File: src/rtl/clock_pkg.sv
// Shared definitions for the time-of-day keeper: mode encodings, field limits
// and the wrap-around increment used by both the set keys and the carry chain.
package clock_pkg;

    typedef enum logic [1:0] {
        MODE_RUN      = 2'd0,
        MODE_SET_HOUR = 2'd1,
        MODE_SET_MIN  = 2'd2,
        MODE_SET_SEC  = 2'd3
    } mode_e;

    localparam logic [5:0] SEC_MAX  = 6'd59;
    localparam logic [5:0] MIN_MAX  = 6'd59;
    localparam logic [5:0] HOUR_MAX = 6'd23;

    // >= rather than == so an out-of-range value can never keep climbing.
    function automatic logic [5:0] wrap_inc(input logic [5:0] val, input logic [5:0] max_val);
        return (val >= max_val) ? 6'd0 : val + 6'd1;
    endfunction

endpackage

File: src/rtl/key_debounce.sv
// One push-button path: 2-flop synchronizer, stability counter and a one-cycle
// pulse on each accepted press (debounced level going 1 -> 0).
module key_debounce #(
    parameter int DEBOUNCE_CYCLES = 1_000_000
) (
    input  logic clk,
    input  logic reset,
    input  logic key_n,
    output logic press
);

    localparam int            CW       = (DEBOUNCE_CYCLES > 1) ? $clog2(DEBOUNCE_CYCLES) : 1;
    localparam logic [CW-1:0] CNT_LAST = CW'(DEBOUNCE_CYCLES - 1);

    logic          r_sync1;
    logic          r_sync2;
    logic          r_level;
    logic          r_press;
    logic [CW-1:0] r_cnt;

    logic w_differ;
    logic w_accept;

    assign w_differ = (r_sync2 != r_level);
    assign w_accept = w_differ && (r_cnt == CNT_LAST);

    always_ff @(posedge clk or negedge reset) begin
        if (!reset) begin
            // NOTE: synchronizer resets to the released level so reset exit never looks like a press.
            r_sync1 <= 1'b1;
            r_sync2 <= 1'b1;
            r_level <= 1'b1;
            r_press <= 1'b0;
            r_cnt   <= '0;
        end else begin
            // NOTE: non-blocking assignments keep every flop sampling pre-edge values.
            r_sync1 <= key_n;
            r_sync2 <= r_sync1;
            r_press <= w_accept && !r_sync2;
            if (w_accept) begin
                r_level <= r_sync2;
                r_cnt   <= '0;
            end else if (w_differ) begin
                r_cnt <= r_cnt + CW'(1);
            end else begin
                r_cnt <= '0;
            end
        end
    end

    assign press = r_press;

endmodule

File: src/rtl/clock_time_keeper.sv
// 24-hour time-of-day counter with a 1 Hz prescaler and a two-key setting FSM;
// feeds hour/min/sec to the analog-clock renderer.
module clock_time_keeper
    import clock_pkg::*;
#(
    parameter int CLK_FREQ        = 50_000_000,
    parameter int DEBOUNCE_CYCLES = 1_000_000
) (
    input  logic       clk,
    input  logic       reset,
    input  logic       clken,
    input  logic       key_mode,
    input  logic       key_inc,
    output logic [5:0] hour,
    output logic [5:0] min,
    output logic [5:0] sec,
    output logic       tick_1s,
    output logic [1:0] mode
);

    localparam int            PW         = (CLK_FREQ > 1) ? $clog2(CLK_FREQ) : 1;
    localparam logic [PW-1:0] PRESC_LAST = PW'(CLK_FREQ - 1);

    logic [PW-1:0] r_presc;
    logic [5:0]    r_hour;
    logic [5:0]    r_min;
    logic [5:0]    r_sec;
    logic          r_tick;
    mode_e         r_mode;

    mode_e         w_mode_next;
    logic          w_mode_evt;
    logic          w_inc_evt;
    logic          w_count_en;
    logic          w_tc;
    logic [PW-1:0] w_presc_next;
    logic [5:0]    w_hour_next;
    logic [5:0]    w_min_next;
    logic [5:0]    w_sec_next;

    key_debounce #(
        .DEBOUNCE_CYCLES(DEBOUNCE_CYCLES)
    ) u_key_mode (
        .clk  (clk),
        .reset(reset),
        .key_n(key_mode),
        .press(w_mode_evt)
    );

    key_debounce #(
        .DEBOUNCE_CYCLES(DEBOUNCE_CYCLES)
    ) u_key_inc (
        .clk  (clk),
        .reset(reset),
        .key_n(key_inc),
        .press(w_inc_evt)
    );

    assign w_count_en = (r_mode == MODE_RUN) && clken;
    assign w_tc       = w_count_en && (r_presc == PRESC_LAST);

    always_comb begin
        // NOTE: default first so every path assigns the signal and no latch is inferred.
        w_mode_next = r_mode;
        if (w_mode_evt) begin
            case (r_mode)
                MODE_RUN:      w_mode_next = MODE_SET_HOUR;
                MODE_SET_HOUR: w_mode_next = MODE_SET_MIN;
                MODE_SET_MIN:  w_mode_next = MODE_SET_SEC;
                MODE_SET_SEC:  w_mode_next = MODE_RUN;
                default:       w_mode_next = MODE_RUN;
            endcase
        end
    end

    // Counting and key increments are exclusive: counting only happens in RUN,
    // where increments are ignored.
    always_comb begin
        w_presc_next = r_presc;
        w_hour_next  = r_hour;
        w_min_next   = r_min;
        w_sec_next   = r_sec;
        if (w_count_en) begin
            if (w_tc) begin
                w_presc_next = '0;
                w_sec_next   = wrap_inc(r_sec, SEC_MAX);
                if (r_sec >= SEC_MAX) begin
                    w_min_next = wrap_inc(r_min, MIN_MAX);
                    if (r_min >= MIN_MAX) begin
                        w_hour_next = wrap_inc(r_hour, HOUR_MAX);
                    end
                end
            end else begin
                w_presc_next = r_presc + PW'(1);
            end
        end else if (w_inc_evt) begin
            case (r_mode)
                MODE_SET_HOUR: w_hour_next = wrap_inc(r_hour, HOUR_MAX);
                MODE_SET_MIN:  w_min_next  = wrap_inc(r_min, MIN_MAX);
                MODE_SET_SEC: begin
                    w_sec_next   = '0;
                    w_presc_next = '0;
                end
                default: ;
            endcase
        end
        // Returning to RUN restarts the second so the first tick is a full period away.
        if (w_mode_evt && (r_mode == MODE_SET_SEC)) begin
            w_presc_next = '0;
        end
    end

    always_ff @(posedge clk or negedge reset) begin
        if (!reset) begin
            r_mode  <= MODE_RUN;
            r_presc <= '0;
            r_hour  <= '0;
            r_min   <= '0;
            r_sec   <= '0;
            r_tick  <= 1'b0;
        end else begin
            r_mode  <= w_mode_next;
            r_presc <= w_presc_next;
            r_hour  <= w_hour_next;
            r_min   <= w_min_next;
            r_sec   <= w_sec_next;
            r_tick  <= w_tc;
        end
    end

    assign hour    = r_hour;
    assign min     = r_min;
    assign sec     = r_sec;
    assign tick_1s = r_tick;
    assign mode    = r_mode;

endmodule
File: config.mk
export PLATFORM = sky130hd
export DESIGN_NAME = clock_time_keeper
export DESIGN_NICKNAME = d
export VERILOG_FILES = /design/src/rtl/clock_pkg.sv /design/src/rtl/key_debounce.sv /design/src/rtl/clock_time_keeper.sv
export SDC_FILE = /design/constraint.sdc
export NUM_CORES = 1
export LEC_CHECK = 0
export CAP_MARGIN = 10
export CORE_UTILIZATION = 55
export DETAILED_ROUTE_END_ITERATION = 10
export PLACE_DENSITY = 0.74
export SLEW_MARGIN = 20
export SYNTH_ARGS = -nofsm -noshare
export SYNTH_HDL_FRONTEND = slang
export SYNTH_SLANG_ARGS = --single-unit
File: constraint.sdc
create_clock -name clk -period 2.8 [get_ports clk]
set_input_delay 0.56 -clock clk [delete_from_list [all_inputs] [get_ports clk]]
set_output_delay 0.56 -clock clk [all_outputs]
set_load 0.02 [all_outputs]
==> qor.yml, run 1 <==
fp_nets: 522
path_depth: 6
place.detailed.hpwl_um: 6606
synth.avg_cell_area_um2: 9.743
cts_resized: 0
yosysSeqAreaShare_pct: 48.38
fin_util_pct: 63.34
finClkSkew_ns: 0.01101
overflow: 0
crit_type: "reg -> reg"
reg2reg_depth: 6
cts.sinks: 95
top_layer: "met4"
status: "complete, no violations"
largest_register: "r_presc"
hold_viol: 0
vias: 3752
path_cells: "ha_1 -> nand2_1 -> nor4_4 -> nand4_1 -> or4b_1 -> a21oi_1"
cts_root_buffer: "clkbuf_8"
grtUsageMet3_pct: 2.818
p_seq_mw: 1.45
yosysUniqueCellTypes: 62
fmax_mhz: 437.5
endpoint_kind: "register"
synthCells: 506
[run 1: final cells by class]
cell class	instances	area, um^2	share of cell area (%)
Tap cell	108	135.1	2.458
Clock buffer	9	123.9	2.254
Clock inverter	7	62.56	1.138
Inverter	14	52.55	0.9561
Timing Repair Buffer	31	305.3	5.554
Multi-Input combinational cell	386	2432	44.25
Sequential cell	95	2385	43.39
[run 1: cell usage in the layout (no fill, tap or decap), types with 14 or more instances in the layout]
cell type        Yosys  routed
a21oi_1             15      15
clkdlybuf4s50_1      0      24
dfrtp_1             89      89
inv_1               14      14
nand2_1             40      40
nand3_1             46      46
nor2_1              73      73
o21ai_0             19      19
xnor2_1             33      33
xor2_1              15      15
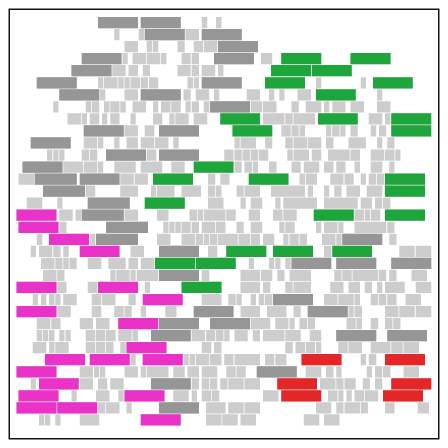
*Sequential cells grouped by signal name, run 1*
Other sequential cells in the stronger gray, the rest of the logic in the fainter gray.
Key: `u_key_inc.r_cnt` = magenta [sequential cells 20, where lower left]; `r_presc` = green [sequential cells 26]; `hour` = red [sequential cells 6, where lower right]
Another 43 sequential cells are not colored.

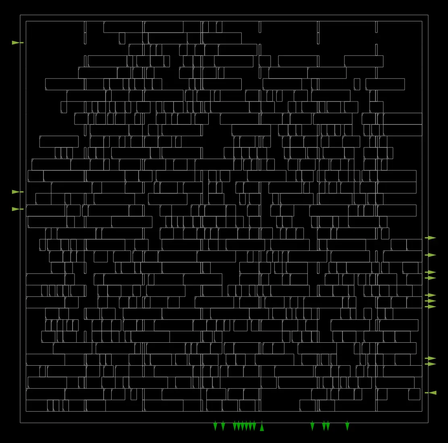
*Cell placement, run 1*
Flops: 95
core area: 0.008678 mm^2
Layout Cells excl Fill: 650
Tap Count: 108
Cell Rows: 34

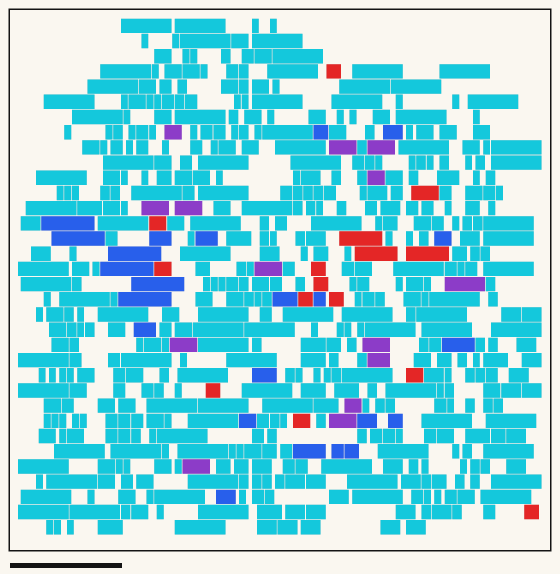
*Drive-strength map, run 1*
Bar = 20 um.
Key: drive 3 to 4 = red [cells 15, share 2.8%]; drive 6 and up = purple [cells 14, share 2.6%]; drive 2 = blue [cells 23, share 4.2%]; drive 1 or less = cyan [cells 490, share 90%]

==> run 1 -> run 2 <==
--- a/config.mk
+++ b/config.mk
@@ -6,9 +6,9 @@
 export NUM_CORES = 1
 export LEC_CHECK = 0
 export CAP_MARGIN = 10
-export CORE_UTILIZATION = 55
+export CORE_UTILIZATION = 54
 export DETAILED_ROUTE_END_ITERATION = 10
-export PLACE_DENSITY = 0.74
+export PLACE_DENSITY = 0.76
 export SLEW_MARGIN = 20
 export SYNTH_ARGS = -nofsm -noshare
 export SYNTH_HDL_FRONTEND = slang
==> constraint.sdc (replaced) <==
create_clock -name clk -period 2.1 [get_ports clk]
set_input_delay 0.42 -clock clk [delete_from_list [all_inputs] [get_ports clk]]
set_output_delay 0.42 -clock clk [all_outputs]
set_load 0.02 [all_outputs]
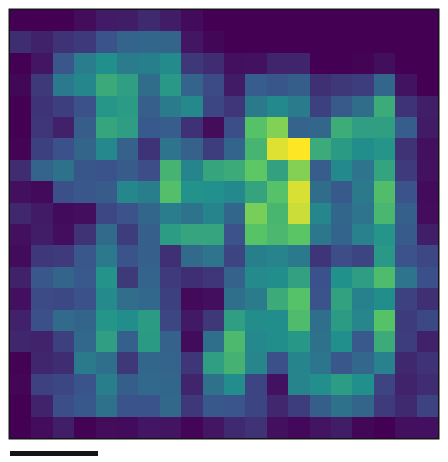
*Signal metal coverage by tile, run 2*
Bar = 20 um. 20 x 20 tiles, from dark purple (low) to yellow (high), scaled to the fullest tile. Values are wire area over tile area, all layers added.
The mean over all tiles is 0.17. The fullest tile reaches 0.60. 16% of the tiles are over half the peak.

==> run 2 against run 1 <==
The run now ends with negative setup slack left. Flip-flop count unchanged. Non-clock buffer count increased by 37. Sequential power increased by 34%. Final cell count increased by 5.7%. Synthesized cell count unchanged.
==> qor.yml, run 2 <==
status: "finished with violations"
violations: "negative setup slack"
buffer_area_share_pct: 10.43
p_seq_mw: 1.94
fin_nets: 590
netlist_area_mm2: 0.004930
grtUsageMet3_pct: 3.525
vias: 3986
p_sw_share_pct: 25.08
num-nonclk-inverters: 14
fin_cells: 687
fp_nets: 522
synth_chip_area_mm2: 0.004930
fin_util_pct: 67.78
hold_viol: 0
yosysUniqueCellTypes: 62
endpoint_kind: "register"
rows: 34
signal_buffers: 68
netlist.area_leader.share_pct: 45.18
seq_share_pct: 40.15
flop_area_mm2: 0.002385
setup_ws_ns: -0.04142
logic_gates: 386
cts_root_buffer: "clkbuf_8"
logic_area_mm2: 0.002552
place.detailed.hpwl_um: 7103
setup_viol: 10
synthCells: 506
clockBufferCount: 9
crit_type: "reg -> reg"
largest_register: "r_presc"
overflow: 0
grt_usage_pct: 23.35
top_layer: "met4"
dominant_cells: "multi-input combinational cells"
synth.avg_cell_area_um2: 9.743
yosysWarningCount: 0
coreArea_mm2: 0.008763
mostFrequentLayoutCells: "89 x dfrtp_1, 73 x nor2_1, 44 x nand3_1"
n_tap_cell: 108
final-clk-cell-share_pct: 3.286
fmax_mhz: 467.0
comb_area_share_pct: 42.97
via_per_inst: 5.802
yosysSeqAreaShare_pct: 48.38
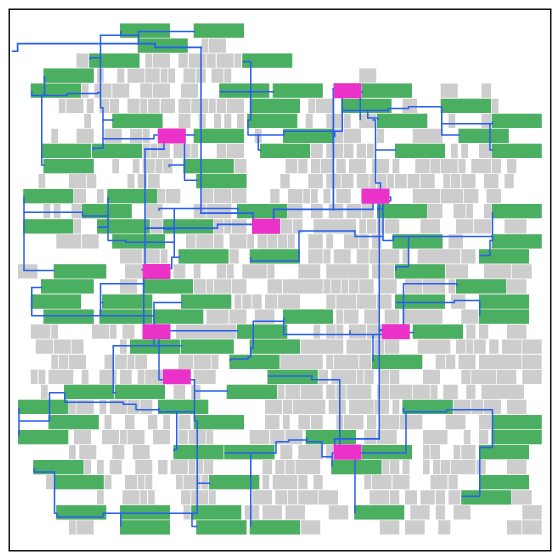
*Routed clock nets over the placement, run 2*
Key: cells driving clock nets = magenta [count 9]; flip-flops = green [count 95]; clock wires = blue [length 1110 um]
There are 10 routed clock nets. Position of the flops: all over the die.
clk_skew: 0.01290 ns
Latency at later pin: 0.37 ns
Clk. pwr: 1.22 mW
Clk network pwr share: 36.1%

-- run 2: final timing paths --
kind                                    startpoint                 end  slack, ns  cells past startpoint
worst max-delay path                   r_presc[11]              min[3]      -0.04                      6
worst min-delay path            u_key_mode.r_sync1  u_key_mode.r_sync2       0.36                      0
worst max register to register         r_presc[11]              min[3]      -0.04                      6
worst min register to register  u_key_mode.r_sync1  u_key_mode.r_sync2       0.36                      0
max in group asynchronous                    reset   u_key_inc.r_level       0.91                      3
min in group asynchronous                    reset             hour[1]       0.49                      2
-- run 2: repair_timing --
item,CTS,global route
hold endpoints to repair,24,0
gates cloned,1,1
hold buffers,1,0
buffers inserted,6,3
endpoints found under the setup margin,23,38
gates resized,10,25
pin swaps,4,13
Power and IR drop assume default switching activity.
